Fig. 1: M1 wires
Scale bar: 50 um. Supply wires on this layer in grey.
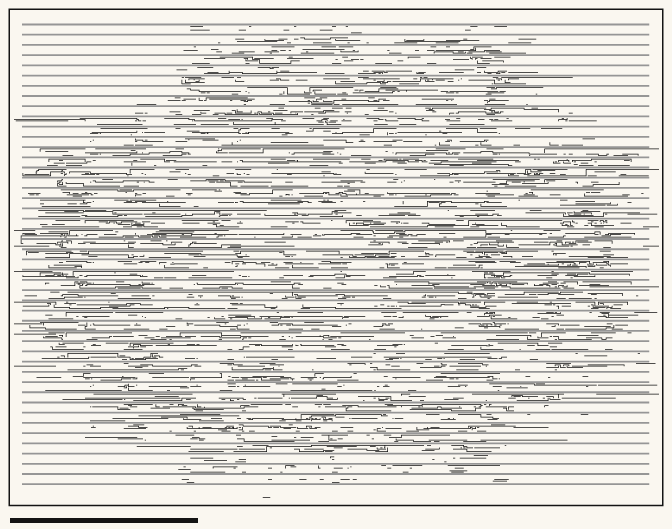
Fig. 2: signal wires on met2
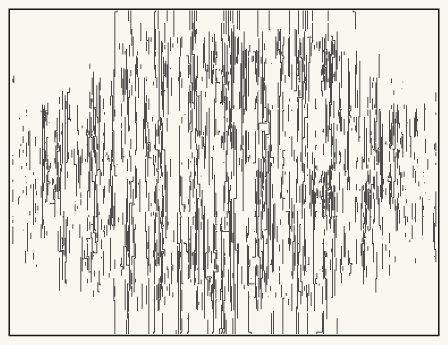
Fig. 3: metal 3
Scale bar: 50 um. Cells faint in the background.
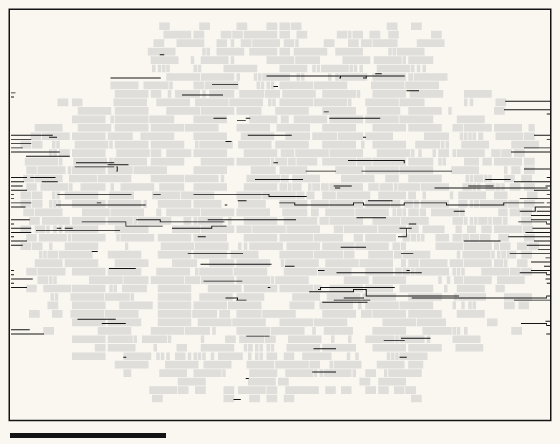
Fig. 4: the metal 4 layer
Supply wires on this layer in grey.
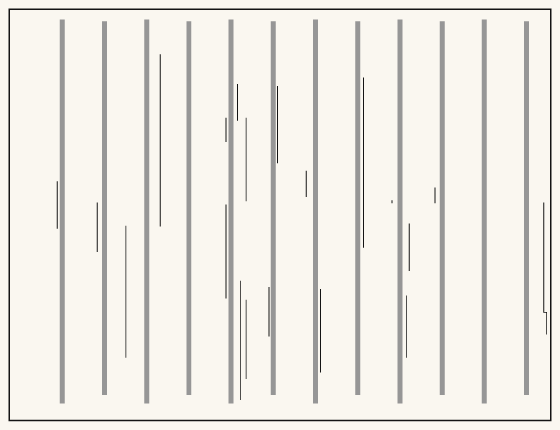
Fig. 5: clock wiring as the flow saved it
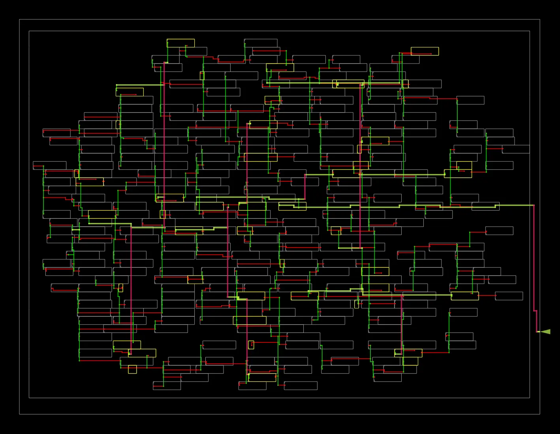
$ cat src/rtl/risk_issue.sv
// Command FIFO and issue sequencer for the risk matrix unit: queues commands from the
// scalar core and drives each one onto the risk_* ports for its per-function hold time.
module risk_issue #(
    parameter int DEPTH        = 4,
    parameter int LOAD_CYCLES  = 2,
    parameter int STORE_CYCLES = 2,
    parameter int OP_CYCLES    = 1
) (
    input  logic        clk,
    input  logic        reset,
    input  logic        cmd_valid,
    output logic        cmd_ready,
    input  logic [2:0]  cmd_func,
    input  logic [4:0]  cmd_reg,
    input  logic [14:0] cmd_addr,
    input  logic [13:0] cmd_stride_x,
    input  logic [13:0] cmd_stride_y,
    output logic [2:0]  risk_func,
    output logic [4:0]  risk_reg,
    output logic [14:0] risk_addr,
    output logic [13:0] risk_stride_x,
    output logic [13:0] risk_stride_y,
    output logic        busy,
    output logic        idle,
    output logic [15:0] issued_count
);

    localparam int PTR_W  = $clog2(DEPTH);
    localparam int CNT_W  = PTR_W + 1;
    localparam int MAX_LS = (LOAD_CYCLES > STORE_CYCLES) ? LOAD_CYCLES : STORE_CYCLES;
    localparam int MAX_H  = (MAX_LS > OP_CYCLES) ? MAX_LS : OP_CYCLES;
    localparam int HOLD_W = (MAX_H > 1) ? $clog2(MAX_H) : 1;

    typedef struct packed {
        logic [2:0]  func;
        logic [4:0]  rreg;
        logic [14:0] addr;
        logic [13:0] sx;
        logic [13:0] sy;
    } entry_t;

    typedef enum logic {S_IDLE, S_HOLD} state_t;

    // Hold counter loads H-1 so that a value of zero marks the last cycle of a command.
    function automatic logic [HOLD_W-1:0] hold_len_m1(input logic [2:0] func);
        case (func)
            3'b000:  return '0;
            3'b001:  return HOLD_W'(STORE_CYCLES - 1);
            3'b010:  return HOLD_W'(LOAD_CYCLES - 1);
            default: return HOLD_W'(OP_CYCLES - 1);
        endcase
    endfunction

    entry_t             mem_q [DEPTH];
    entry_t             out_q, out_d, head, cmd_entry;
    state_t             state_q, state_d;
    logic [HOLD_W-1:0]  hold_q, hold_d;
    logic [PTR_W-1:0]   wr_ptr_q, wr_ptr_d, rd_ptr_q, rd_ptr_d;
    logic [CNT_W-1:0]   count_q, count_d;
    logic [15:0]        issued_q, issued_d;
    logic               push, pop;

    assign cmd_entry = '{func: cmd_func, rreg: cmd_reg, addr: cmd_addr,
                         sx: cmd_stride_x, sy: cmd_stride_y};
    assign head      = mem_q[rd_ptr_q];
    // No pass-through when full: a pop on the same edge does not open the queue.
    assign cmd_ready = (count_q < CNT_W'(DEPTH));
    assign push      = cmd_valid && cmd_ready;

    always_comb begin
        state_d  = state_q;
        hold_d   = hold_q;
        out_d    = out_q;
        issued_d = issued_q;
        pop      = 1'b0;
        case (state_q)
            S_IDLE: begin
                if (count_q != '0) pop = 1'b1;
            end
            S_HOLD: begin
                if (hold_q != '0) begin
                    hold_d = hold_q - 1'b1;
                end else if (count_q != '0) begin
                    pop = 1'b1;
                end else begin
                    out_d.func = 3'b000;
                    state_d    = S_IDLE;
                end
            end
            default: state_d = S_IDLE;
        endcase
        if (pop) begin
            out_d    = head;
            hold_d   = hold_len_m1(head.func);
            issued_d = issued_q + 16'd1;
            state_d  = S_HOLD;
        end
        wr_ptr_d = wr_ptr_q + PTR_W'(push);
        rd_ptr_d = rd_ptr_q + PTR_W'(pop);
        count_d  = count_q + CNT_W'(push) - CNT_W'(pop);
    end

    always_ff @(posedge clk or posedge reset) begin
        if (reset) begin
            state_q  <= S_IDLE;
            hold_q   <= '0;
            out_q    <= '0;
            issued_q <= '0;
            wr_ptr_q <= '0;
            rd_ptr_q <= '0;
            count_q  <= '0;
        end else begin
            state_q  <= state_d;
            hold_q   <= hold_d;
            out_q    <= out_d;
            issued_q <= issued_d;
            wr_ptr_q <= wr_ptr_d;
            rd_ptr_q <= rd_ptr_d;
            count_q  <= count_d;
        end
    end

    // Queue storage holds data only; validity is tracked by the pointers and count.
    always_ff @(posedge clk) begin
        if (push) mem_q[wr_ptr_q] <= cmd_entry;
    end

    assign risk_func     = out_q.func;
    assign risk_reg      = out_q.rreg;
    assign risk_addr     = out_q.addr;
    assign risk_stride_x = out_q.sx;
    assign risk_stride_y = out_q.sy;
    assign busy          = (state_q == S_HOLD);
    assign idle          = (count_q == '0) && (state_q != S_HOLD);
    assign issued_count  = issued_q;

endmodule

$ cat config.mk
export PLATFORM = sky130hd
export DESIGN_NAME = risk_issue
export DESIGN_NICKNAME = d
export VERILOG_FILES = /design/src/rtl/risk_issue.sv
export SDC_FILE = /design/constraint.sdc
export NUM_CORES = 1
export LEC_CHECK = 0
export CAP_MARGIN = 20
export CORE_ASPECT_RATIO = 0.75
export CORE_MARGIN = 3
export CORE_UTILIZATION = 50
export DETAILED_ROUTE_END_ITERATION = 7
export GPL_ROUTABILITY_DRIVEN = 1
export HOLD_SLACK_MARGIN = 0.08
export PLACE_DENSITY = 0.84
export SLEW_MARGIN = 15
export SYNTH_ARGS = -nofsm -noshare
export SYNTH_HDL_FRONTEND = slang
export SYNTH_SLANG_ARGS = --single-unit
$ cat constraint.sdc
create_clock -name clk -period 4.3 [get_ports clk]
set_input_delay 0.86 -clock clk [delete_from_list [all_inputs] [get_ports clk]]
set_output_delay 0.86 -clock clk [all_outputs]
set_load 0.01 [all_outputs]
==> impl_results.html <==
<h3>Flow metrics</h3>
<table>
<tr><th>Metric</th><th>Value</th></tr>
<tr><th colspan="2">Run status</th></tr>
<tr><td>Status</td><td>finished, final reports clean</td></tr>
<tr><th colspan="2">GRT</th></tr>
<tr><td>GR Util met1</td><td>25.9%</td></tr>
<tr><td>Maximum number of pins on one net before global-route repair</td><td>61</td></tr>
<tr><th colspan="2">Route</th></tr>
<tr><td>Router iterations before antenna repair</td><td>4</td></tr>
<tr><td>Total length of routed met3 wires</td><td>1380 um</td></tr>
<tr><td>Routed wire length</td><td>20600 um</td></tr>
<tr><td>Vias per inst</td><td>5.37</td></tr>
<tr><th colspan="2">Yosys</th></tr>
<tr><td>Synth cell count leaders</td><td>204 x sky130_fd_sc_hd__edfxtp_1, 156 x sky130_fd_sc_hd__nand2_1, 76 x sky130_fd_sc_hd__dfrtp_1</td></tr>
<tr><td>Average instance area after synthesis</td><td>17.9 sq um</td></tr>
<tr><td>Synth unique cells</td><td>32</td></tr>
<tr><td>Area fraction in and, or, nand and nor cells</td><td>7.45%</td></tr>
<tr><th colspan="2">Setup path</th></tr>
<tr><td>Maximum single-stage delay on the critical path</td><td>0.59 ns</td></tr>
<tr><td>Setup crit start</td><td>count_q[2]$_DFF_PP0_</td></tr>
<tr><td>Cell with the largest stage delay on the worst path</td><td>sky130_fd_sc_hd__or3_1</td></tr>
<tr><td>Capturing instance or port of the critical path</td><td>idle</td></tr>
<tr><td>CP Launch Type</td><td>flip-flop</td></tr>
<tr><th colspan="2">Clocking</th></tr>
<tr><td>Post-CTS Repair Setup Buffers</td><td>0</td></tr>
<tr><td>Num CTS Buffers</td><td>25</td></tr>
<tr><td>TritonCTS clock tree</td><td>done</td></tr>
<tr><th colspan="2">STA</th></tr>
<tr><td>Post-layout period usage of the worst path</td><td>72.6%</td></tr>
<tr><td>Final Setup Violations</td><td>0</td></tr>
<tr><td>Unrepaired setup endpoints after global routing</td><td>no</td></tr>
<tr><td>Final critical delay including setup and external delays</td><td>3.12 ns</td></tr>
<tr><th colspan="2">Pwr</th></tr>
<tr><td>Main power-consuming group</td><td>sequential cells</td></tr>
<tr><td>Proportion of power drawn by flip-flops and latches</td><td>44.6%</td></tr>
<tr><td>Clock share of power</td><td>24.7%</td></tr>
<tr><th colspan="2">Final layout</th></tr>
<tr><td>Mi-comb count</td><td>275</td></tr>
<tr><th colspan="2">Placed design</th></tr>
<tr><td>Number of buffers inserted by port buffering</td><td>123</td></tr>
</table>
## Picture notes: Fig. 1
nets with wire on the layer	715
share of all routed wire	43%
longest straight run	104 um

## Picture notes: Fig. 2
longest straight run	50.3 um
main direction	vertical

## Picture notes: Fig. 3
wire length on this layer	1380 um
main direction	horizontal
nets with wire on the layer	111
longest straight run	44.2 um
share of all routed wire	6.7%

## Picture notes: Fig. 4
nets with wire on the layer	14
wire length on this layer	479 um
share of all routed wire	2.3%

## Picture notes: Fig. 5
count of sequential standard cells: 280
Clock Skew: 0.0111 ns
clock group total power: 2.21 mW

Power is estimated from default activity; no workload was simulated.
